## config.mk

```make
export PLATFORM = sky130hd
export DESIGN_NAME = gray_monitor
export DESIGN_NICKNAME = d
export VERILOG_FILES = /design/src/rtl/gray_monitor.sv
export SDC_FILE = /design/constraint.sdc
export NUM_CORES = 1
export LEC_CHECK = 0
export CAP_MARGIN = 40
export CORE_MARGIN = 10
export CORE_UTILIZATION = 54
export CTS_BUF_LIST = sky130_fd_sc_hd__clkbuf_2 sky130_fd_sc_hd__clkbuf_4 sky130_fd_sc_hd__clkbuf_8
export DETAILED_ROUTE_END_ITERATION = 8
export GPL_TIMING_DRIVEN = 1
export PLACE_DENSITY = 0.82
export REMOVE_ABC_BUFFERS = 1
export SLEW_MARGIN = 20
export SYNTH_ARGS = -nofsm -noshare
export SYNTH_HDL_FRONTEND = slang
export SYNTH_SLANG_ARGS = --single-unit
```

## constraint.sdc

```tcl
create_clock -name Clk -period 3.35 [get_ports Clk]
set_input_delay 0.8375 -clock Clk [delete_from_list [all_inputs] [get_ports Clk]]
set_output_delay 0.8375 -clock Clk [all_outputs]
set_load 0.05 [all_outputs]
```

## src/rtl/gray_monitor.sv

```systemverilog
// gray_monitor
//   Downstream checker for a W-bit Gray up-counter with a sticky overflow flag.
//   Samples Gray every cycle, converts it to binary, verifies that each change
//   is a legal single-step increment (with Ovf consistent with wrap-around),
//   counts steps and wraps, and latches the first protocol violation.
//
// Ports:
//   Clk        clock, rising edge
//   Reset      synchronous active-high reset (priority over everything)
//   Gray       Gray code from upstream counter
//   Ovf        sticky overflow flag from upstream counter
//   Clear      synchronous soft clear of error, counts and tracking state
//   Bin        registered binary of last sampled Gray (1-cycle latency)
//   Valid      high while tracking (Bin is checked data)
//   StepCount  legal increments since reset/clear/resync, saturating
//   WrapCount  legal wraps (max -> 0), saturating
//   Err        sticky error flag
//   ErrCode    first error cause: 00 none, 01 multi-bit, 10 backward, 11 ovf
module gray_monitor #(
  parameter int unsigned W  = 3,
  parameter int unsigned CW = 8
) (
  input  logic          Clk,
  input  logic          Reset,
  input  logic [W-1:0]  Gray,
  input  logic          Ovf,
  input  logic          Clear,
  output logic [W-1:0]  Bin,
  output logic          Valid,
  output logic [CW-1:0] StepCount,
  output logic [CW-1:0] WrapCount,
  output logic          Err,
  output logic [1:0]    ErrCode
);

  typedef enum logic [1:0] {
    SYNC  = 2'd0,
    TRACK = 2'd1,
    FAULT = 2'd2
  } state_t;

  localparam logic [1:0] CODE_NONE  = 2'b00;
  localparam logic [1:0] CODE_MULTI = 2'b01;
  localparam logic [1:0] CODE_BACK  = 2'b10;
  localparam logic [1:0] CODE_OVF   = 2'b11;

  state_t        state, state_n;
  logic [W-1:0]  prev_gray;
  logic          prev_ovf;
  logic [CW-1:0] step_n, wrap_n;
  logic [1:0]    code_n;

  logic [W-1:0]  nb, pb, d;

  function automatic logic [W-1:0] g2b(input logic [W-1:0] g);
    logic [W-1:0] b;
    b[W-1] = g[W-1];
    for (int unsigned i = 0; i < W - 1; i++) begin
      b[W-2-i] = b[W-1-i] ^ g[W-2-i];
    end
    return b;
  endfunction

  function automatic logic [CW-1:0] sat_inc(input logic [CW-1:0] v);
    return (v == '1) ? v : v + CW'(1);
  endfunction

  assign nb = g2b(Gray);
  assign pb = g2b(prev_gray);
  assign d  = Gray ^ prev_gray;

  assign Valid = (state == TRACK);
  assign Err   = (state == FAULT);

  always_comb begin
    state_n = state;
    step_n  = StepCount;
    wrap_n  = WrapCount;
    code_n  = ErrCode;
    if (Clear) begin
      state_n = SYNC;
      step_n  = '0;
      wrap_n  = '0;
      code_n  = CODE_NONE;
    end else begin
      unique case (state)
        SYNC: state_n = TRACK;
        TRACK: begin
          // Rules are checked in priority order; an upstream reset (back to
          // zero with Ovf low) must win over every fault check.
          if (Gray == '0 && !Ovf && (prev_gray != '0 || prev_ovf)) begin
            step_n = '0;
            wrap_n = '0;
          end else if (d == '0) begin
            if (Ovf != prev_ovf) begin
              state_n = FAULT;
              code_n  = CODE_OVF;
            end
          end else if ($countones(d) > 1) begin
            state_n = FAULT;
            code_n  = CODE_MULTI;
          end else if (nb != pb + W'(1)) begin
            state_n = FAULT;
            code_n  = CODE_BACK;
          end else if (pb != '1) begin
            if (Ovf != prev_ovf) begin
              state_n = FAULT;
              code_n  = CODE_OVF;
            end else begin
              step_n = sat_inc(StepCount);
            end
          end else begin
            if (!Ovf) begin
              state_n = FAULT;
              code_n  = CODE_OVF;
            end else begin
              step_n = sat_inc(StepCount);
              wrap_n = sat_inc(WrapCount);
            end
          end
        end
        FAULT: state_n = FAULT;
        default: state_n = SYNC;
      endcase
    end
  end

  always_ff @(posedge Clk) begin
    if (Reset) begin
      state     <= SYNC;
      Bin       <= '0;
      prev_gray <= '0;
      prev_ovf  <= 1'b0;
      StepCount <= '0;
      WrapCount <= '0;
      ErrCode   <= CODE_NONE;
    end else begin
      state     <= state_n;
      Bin       <= nb;
      prev_gray <= Gray;
      prev_ovf  <= Ovf;
      StepCount <= step_n;
      WrapCount <= wrap_n;
      ErrCode   <= code_n;
    end
  end

endmodule

```

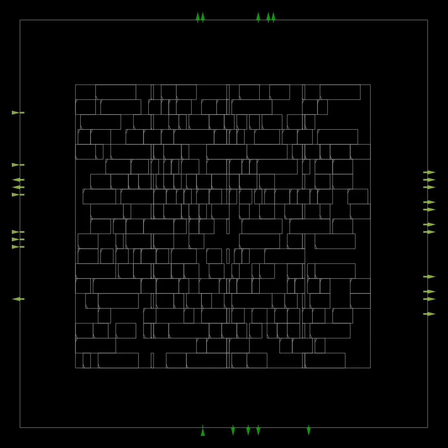
(images/final_placement.png)
fraction of standard cell area that is sequential: 0.266
number of fillers in the final layout: 224

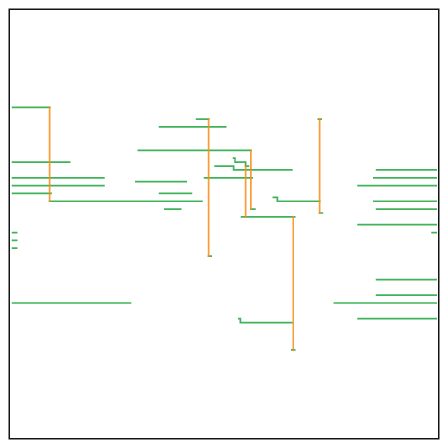
(images/metal_stack.png)
Only two layers are drawn.
- met3: green (wire length 331 um)
- met4: orange (wire length 98.6 um)

==> qor.txt <==
highest layer used for signal routing: met4
Syn Std Cell Area: 1600 sq um
Setup Crit Path Kind: in2reg
Worst-Skew Late Latency: 0.32 ns
total negative setup slack: 0 ns
unrepaired setup endpoints after global routing: false
met1 Usage GRT: 0.167
crit start category: primary input
y dimension of the die: 74.4 um
number of enable-type register cells in the synthesized netlist: 0
worst clock skew: 0.00607 ns
most used routing layer: met2
synthesized-area fraction occupied by adder cells: 0.0313
synthesis-to-finish area growth: 22.4%
post-CTS clock slew at the launch and capture registers of the worst setup and hold paths: 0.13 ns
Pwr Total: 0.620 mW
slew margin rel.: 0.659
power density over the cells: 317 nW/um^2
xor+xnor area frac: 0.0792
Min-Delay Startpoint: state[1]
number of different library cells in the post-synthesis netlist: 46
die width: 74.4 um
worst setup timing slack at the placement stage: -0.0556 ns
start point of the critical path: Gray[2]
Yosys Instances: 191
sequential element share of the synthesized area: 0.326
yosys simple share: 0.259
worst path arrival time: 3.35 ns
Yosys Chip Area: 1600 sq um
leftover overflow at the end of global routing: 0
Tightest Pin Transition: 0.510 ns
outcome: finished, final reports clean
Main area contributors: sky130_fd_sc_hd__dfxtp_1 (33%), sky130_fd_sc_hd__a21oi_1 (5.3%), sky130_fd_sc_hd__nand2_1 (4.2%)
final number of setup-violating endpoints: 0
share of flip-flops with an asynchronous set or reset: 0
total cell area at the placement stage: 1930 sq um
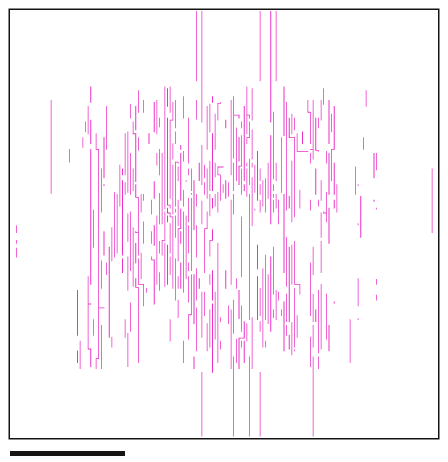
(images/met2.png)
Bar = 20 um.
- wire length on this layer: 1900 um
- main direction: vertical
- nets with wire on the layer: 205
met2 Use GR: 0.254
total number of vias: 1550
Total Routed Length: 3910 um

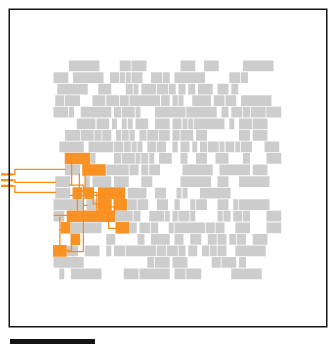
(images/port_nets.png)
Bar = 20 um.
- Gray: orange (bits 3; direction input; end cells 16; buffers 6; wire 156 um)
count of input and output buffers: 29
IO Pins: 30

## synth_stat cells (all sizes together) (4+ instances only)
cell type and count:
a21oi 17, nand2 18, xor2 9, dfxtp 26
ha 4, inv 5, and3 4, or3 6
nor2b 5, o31ai 5, nand4 5, nand3 5
o21ai 9, clkbuf 4, buf 8, or4 7
nor2 15
## flip-flops by register name, indices dropped and copies added, names as in the netlist
register and cells:
prev_gray 2, state 2, WrapCount 8, StepCount 8, Bin 3, ErrCode 2, prev_ovf 1
## worst max-delay path, stage by stage
cell                              delay, ns
sky130_fd_sc_hd__clkdlybuf4s50_1       0.65
sky130_fd_sc_hd__xor2_1                0.27
sky130_fd_sc_hd__ha_1                  0.28
sky130_fd_sc_hd__a21oi_1               0.18
sky130_fd_sc_hd__nand3_1               0.12
sky130_fd_sc_hd__o31a_1                0.38
sky130_fd_sc_hd__or4_1                 0.50
sky130_fd_sc_hd__a21oi_1               0.15
## power by group
group	total, mW	switching (mW)	internal, mW
logic	0.163	0.0984	0.0651
registers	0.325	0.00822	0.316
clock network	0.132	0.0899	0.0422
## path summary, 6_finish.rpt
check / end / slack (ns) / cells after the start
worst max-delay path: StepCount[4] / 0.26 / 8
worst min-delay path: state[0] / 0.45 / 1
worst max register to register: StepCount[4] / 0.38 / 8
worst min register to register: state[0] / 0.45 / 1
## final cells by class
class,count,area (sq um),area share
Timing Repair Buffer,41,378,0.193
Multi-Input combinational cell,148,976,0.499
Sequential cell,26,520,0.266
Inverter,5,18.8,0.00960
Clock buffer,3,22.5,0.0115
Tap cell,31,38.8,0.0198
## stage by stage
stage / util / instances
finish: 0.703 / 254
detailed placement: 0.695 / 251
global placement: 0.693 / 250
global route: 0.703 / 254
floorplan: - / 179
CTS: 0.703 / 254
No activity file was given, so power comes from the tool's default toggle rates.
